Figure 1. Placed standard cells.
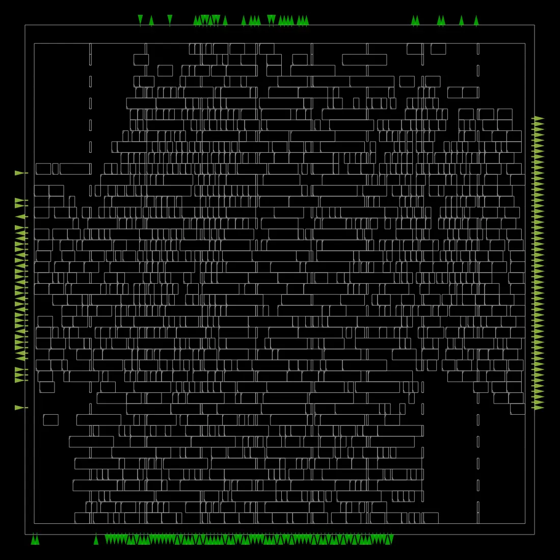
Figure 2. The metal 4 layer.
Scale bar: 50 µm.
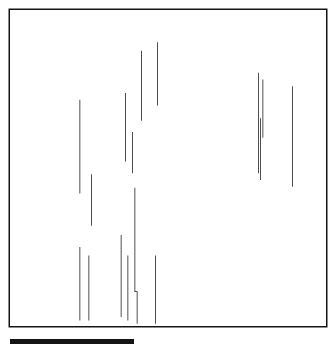
--- src/rtl/if_fetch_ctrl.sv ---
// if_fetch_ctrl
//   IF-stage fetch controller. It owns the program counter, drives the
//   synchronous-read instruction memory, and tags each returned word with the
//   PC it was fetched from. It absorbs the one-cycle imem latency, downstream
//   stalls (through a one-entry hold buffer) and redirects coming from EX.
//
// Ports
//   clk          pipeline clock, rising edge
//   rst          synchronous active-high reset (same net as imem rst)
//   stall        downstream cannot take this cycle's if_* outputs
//   redirect_en  taken branch/jump from EX, beats sequential fetch and stall
//   redirect_pc  redirect target; the low two bits are dropped
//   pc_out       address presented to imem (pc_q)
//   instr_in     imem word for the address presented on the previous edge
//   if_pc        PC of if_instr
//   if_pc4       if_pc + 4, 32-bit wrap
//   if_instr     instruction to IF/ID (don't-care while if_valid = 0)
//   if_valid     if_* carries a real instruction
//   state_dbg    FSM state: 0 = RUN, 1 = HOLD
//
// Handshake: a word is transferred to IF/ID on every cycle where
// if_valid = 1 and stall = 0. While stall = 1 the if_* outputs are held
// stable, and they stay stable through the release cycle.

module if_fetch_ctrl #(
  parameter logic [31:0] RESET_PC = 32'h0000_0000
) (
  input  logic        clk,
  input  logic        rst,
  input  logic        stall,
  input  logic        redirect_en,
  input  logic [31:0] redirect_pc,
  output logic [31:0] pc_out,
  input  logic [31:0] instr_in,
  output logic [31:0] if_pc,
  output logic [31:0] if_pc4,
  output logic [31:0] if_instr,
  output logic        if_valid,
  output logic        state_dbg
);

  typedef enum logic {
    RUN  = 1'b0,
    HOLD = 1'b1
  } state_t;

  state_t      state;
  logic [31:0] pc_q;
  logic [31:0] f_pc;
  logic        f_valid;
  logic [31:0] h_pc;
  logic [31:0] h_instr;
  logic        h_valid;
  logic        base_valid;

  always_ff @(posedge clk) begin
    // The word arriving next cycle always belongs to the address presented now.
    f_pc <= pc_q;

    if (rst) begin
      pc_q    <= RESET_PC;
      f_valid <= 1'b0;
      state   <= RUN;
      h_valid <= 1'b0;
    end else begin
      // A redirect makes the word already in flight from imem stale.
      f_valid <= ~redirect_en;

      if (redirect_en) begin
        pc_q <= {redirect_pc[31:2], 2'b00};
      end else if (!stall) begin
        pc_q <= pc_q + 32'd4;
      end

      case (state)
        RUN: begin
          if (redirect_en) begin
            h_valid <= 1'b0;
          end else if (stall) begin
            // imem will keep returning mem[pc_q] while pc_q holds, so the word
            // being presented now survives only in the hold buffer.
            h_pc    <= f_pc;
            h_instr <= instr_in;
            h_valid <= f_valid;
            state   <= HOLD;
          end
        end
        HOLD: begin
          if (redirect_en) begin
            h_valid <= 1'b0;
            state   <= RUN;
          end else if (!stall) begin
            // Held word is consumed this cycle; pc_q steps to N+4 and the
            // following RUN cycle presents mem[N] tagged N.
            state <= RUN;
          end
        end
        default: state <= RUN;
      endcase
    end
  end

  always_comb begin
    if_pc      = f_pc;
    if_instr   = instr_in;
    base_valid = f_valid;
    if (state == HOLD) begin
      if_pc      = h_pc;
      if_instr   = h_instr;
      base_valid = h_valid;
    end
  end

  // The redirect kills whatever is being presented in the same cycle.
  assign if_valid  = base_valid & ~redirect_en;
  assign if_pc4    = if_pc + 32'd4;
  assign pc_out    = pc_q;
  assign state_dbg = (state == HOLD);

endmodule

--- config.mk ---
export PLATFORM = sky130hd
export DESIGN_NAME = if_fetch_ctrl
export DESIGN_NICKNAME = d
export VERILOG_FILES = /design/src/rtl/if_fetch_ctrl.sv
export SDC_FILE = /design/constraint.sdc
export NUM_CORES = 1
export LEC_CHECK = 0
export ABC_AREA = 1
export CORE_MARGIN = 2
export CORE_UTILIZATION = 45
export DETAILED_ROUTE_END_ITERATION = 16
export PLACE_DENSITY = 0.88
export SLEW_MARGIN = 20
export SYNTH_ARGS = -nofsm -noshare
export SYNTH_HDL_FRONTEND = slang
export SYNTH_SLANG_ARGS = --single-unit
--- constraint.sdc ---
create_clock -name clk -period 7.8 [get_ports clk]
set_clock_uncertainty 0.05 [all_clocks]
set_input_delay 0.78 -clock clk [delete_from_list [all_inputs] [get_ports clk]]
set_output_delay 0.78 -clock clk [all_outputs]
set_load 0.02 [all_outputs]
==> flow report <==
==================================================================================
Outcome                                                                  completed
Non-clock inverter count                                                        93
Post-place setup slack                                                     3.87 ns
Max IR drop VDD                                                           0.145 mV
Share of final-layout standard cells stronger than drive strength 1          8.30%
Critical-path maximum fanout                                                    74
Logic Gate Count                                                               664
Tapcells inserted                                                              184
Switching share of power                                                     25.6%
Cell at the root of the clock tree                                       clkbuf_16
Final net count                                                               1165
Chip area                                                               0.0161 mm²
Total area of sequential cells                                         0.00312 mm²
Final setup fails                                                                0
Slew HR                                                                      42.3%
Height of the die                                                           127 µm
Reg power frac                                                               41.2%
FF-to-FF setup slack                                                       5.19 ns
Half-perimeter wire length of the detailed placement result               13600 µm
Vias in the first global route                                                6105
Post-CTS setup buffer count                                                      0
Source of the worst register-to-register timing path                  state_dbg$_SDFF_PP0_
Yosys cell count                                                               910
Top FF cell, synth                                                         dfxtp_1
Total of clock buffers placed in the layout                                     26
Horiz. Die Dim                                                              127 µm
Final-layout worst hold slack                                             0.353 ns
Power attributed to the clock group                                     0.000753 W
Setup crit start kind                                                    flip-flop
MUX area fraction                                                               0%
Delay of the slowest cell on the worst path                                0.63 ns
Synth top cell by count                                                    nand2_1
Largest Pwr Group                                                     the clock network
Cell-by-cell trace of the critical path                               buf_4 > o21ai_1 > inv_1 > ha_1 > nand2_2 > nor2_8 > nand3_4 > nor2_2 > xor2_1 > clkdlybuf4s50_1
Start point of the critical path                                      state_dbg$_SDFF_PP0_
Simple-gate share of the synthesized area                                    33.4%
Final max-slew violation count                                                   0
Number of enable-type register cells in the synthesized netlist                 62
Dominant combinational family                                         simple AND/OR/NAND/NOR gates
Number of signal-net buffers in the layout                                     194
Worst Hold Endpoint                                                   f_pc[31]$_DFF_P_
Measured slew at the worst slew-check pin                                 0.862 ns
LEAKAGE                                                                    3.78 nW
Achievable frequency                                                       231 MHz
Core utilization of the finished layout                                      63.9%
Top delay family on crit path                                         buffers and inverters
Remaining design rule violation count                                            0
Filler cell count                                                             1238
Aggregate global-route resource usage                                        22.8%
Fraction of post-synthesis cell area in the top cell type by area            27.3%
Number of antenna diodes                                                         0
Count of unique library cells instantiated by Yosys                             37
Number of antenna violations at the first check in global routing                0
Cycle use final                                                              55.5%
Total internal power                                                     0.00135 W
Count of input and output buffers                                              189
Endpoint required time on the critical path                                6.97 ns
Maxcap violations                                                                0
Kind of path behind the tightest hold check                                reg2reg
Most numerous logic cells after layout                                nand2_1 (368), clkdlybuf4s50_1 (189), nor2_1 (92)
Number of warnings in the stage logs                                            28
Number of cells upsized or downsized after cts                                   0
Most common logic cell in the routed design                                nand2_1
Signed area change from the synthesized netlist to the final layout          37.4%
Buffers and inverters on the worst path                                          3
Setup TNS                                                                     0 ns
Beginning of the worst hold path                                      pc_out[31]$_SDFFE_PP0N_
Top cells by instance count after synthesis                           nand2_1 (368), nor2_1 (92), inv_1 (87), dfxtp_1 (63), edfxtp_1 (62)
Final Critical Period                                                      4.33 ns
==================================================================================
About Figure 1:
Flops: 125
share of the final layout cell area in sequential cells: 33.4%
placement row count: 44

About Figure 2:
nets with wire on the layer: 15
main direction: vertical
share of all routed wire: 2.6%
via total after detailed routing: 6509
Routed WL: 18500 µm

[registers in the layout (all words and copies together), names as in the netlist]
| signal | flops |
|---|---|
| state_dbg | 1 |
| h_pc | 30 |
| f_pc | 30 |
| f_valid | 1 |
| h_instr | 32 |
| h_valid | 1 |
| pc_out | 30 |
[metal layers]
| metal | GRT usage, % | vias up | wire length (µm) |
|---|---|---|---|
| li1 | - | 3232 | - |
| met1 | 28.9 | 2970 | 7830 |
| met2 | 38.7 | 274 | 8980 |
| met3 | 4.40 | 33 | 1160 |
| met4 | 8.73 | 0 | 478 |
| met5 | 0 | - | 0 |
[per-stage QoR]
stage	instance area, µm²	std cells	total power [W]
floorplan	6830	915	0.000918
global placement	8780	1260	0.00106
detailed placement	8780	1260	0.00107
CTS	9360	1292	0.00182
global route	9360	1292	0.00187
finish	9360	1292	0.00181
Power and IR drop assume default switching activity.
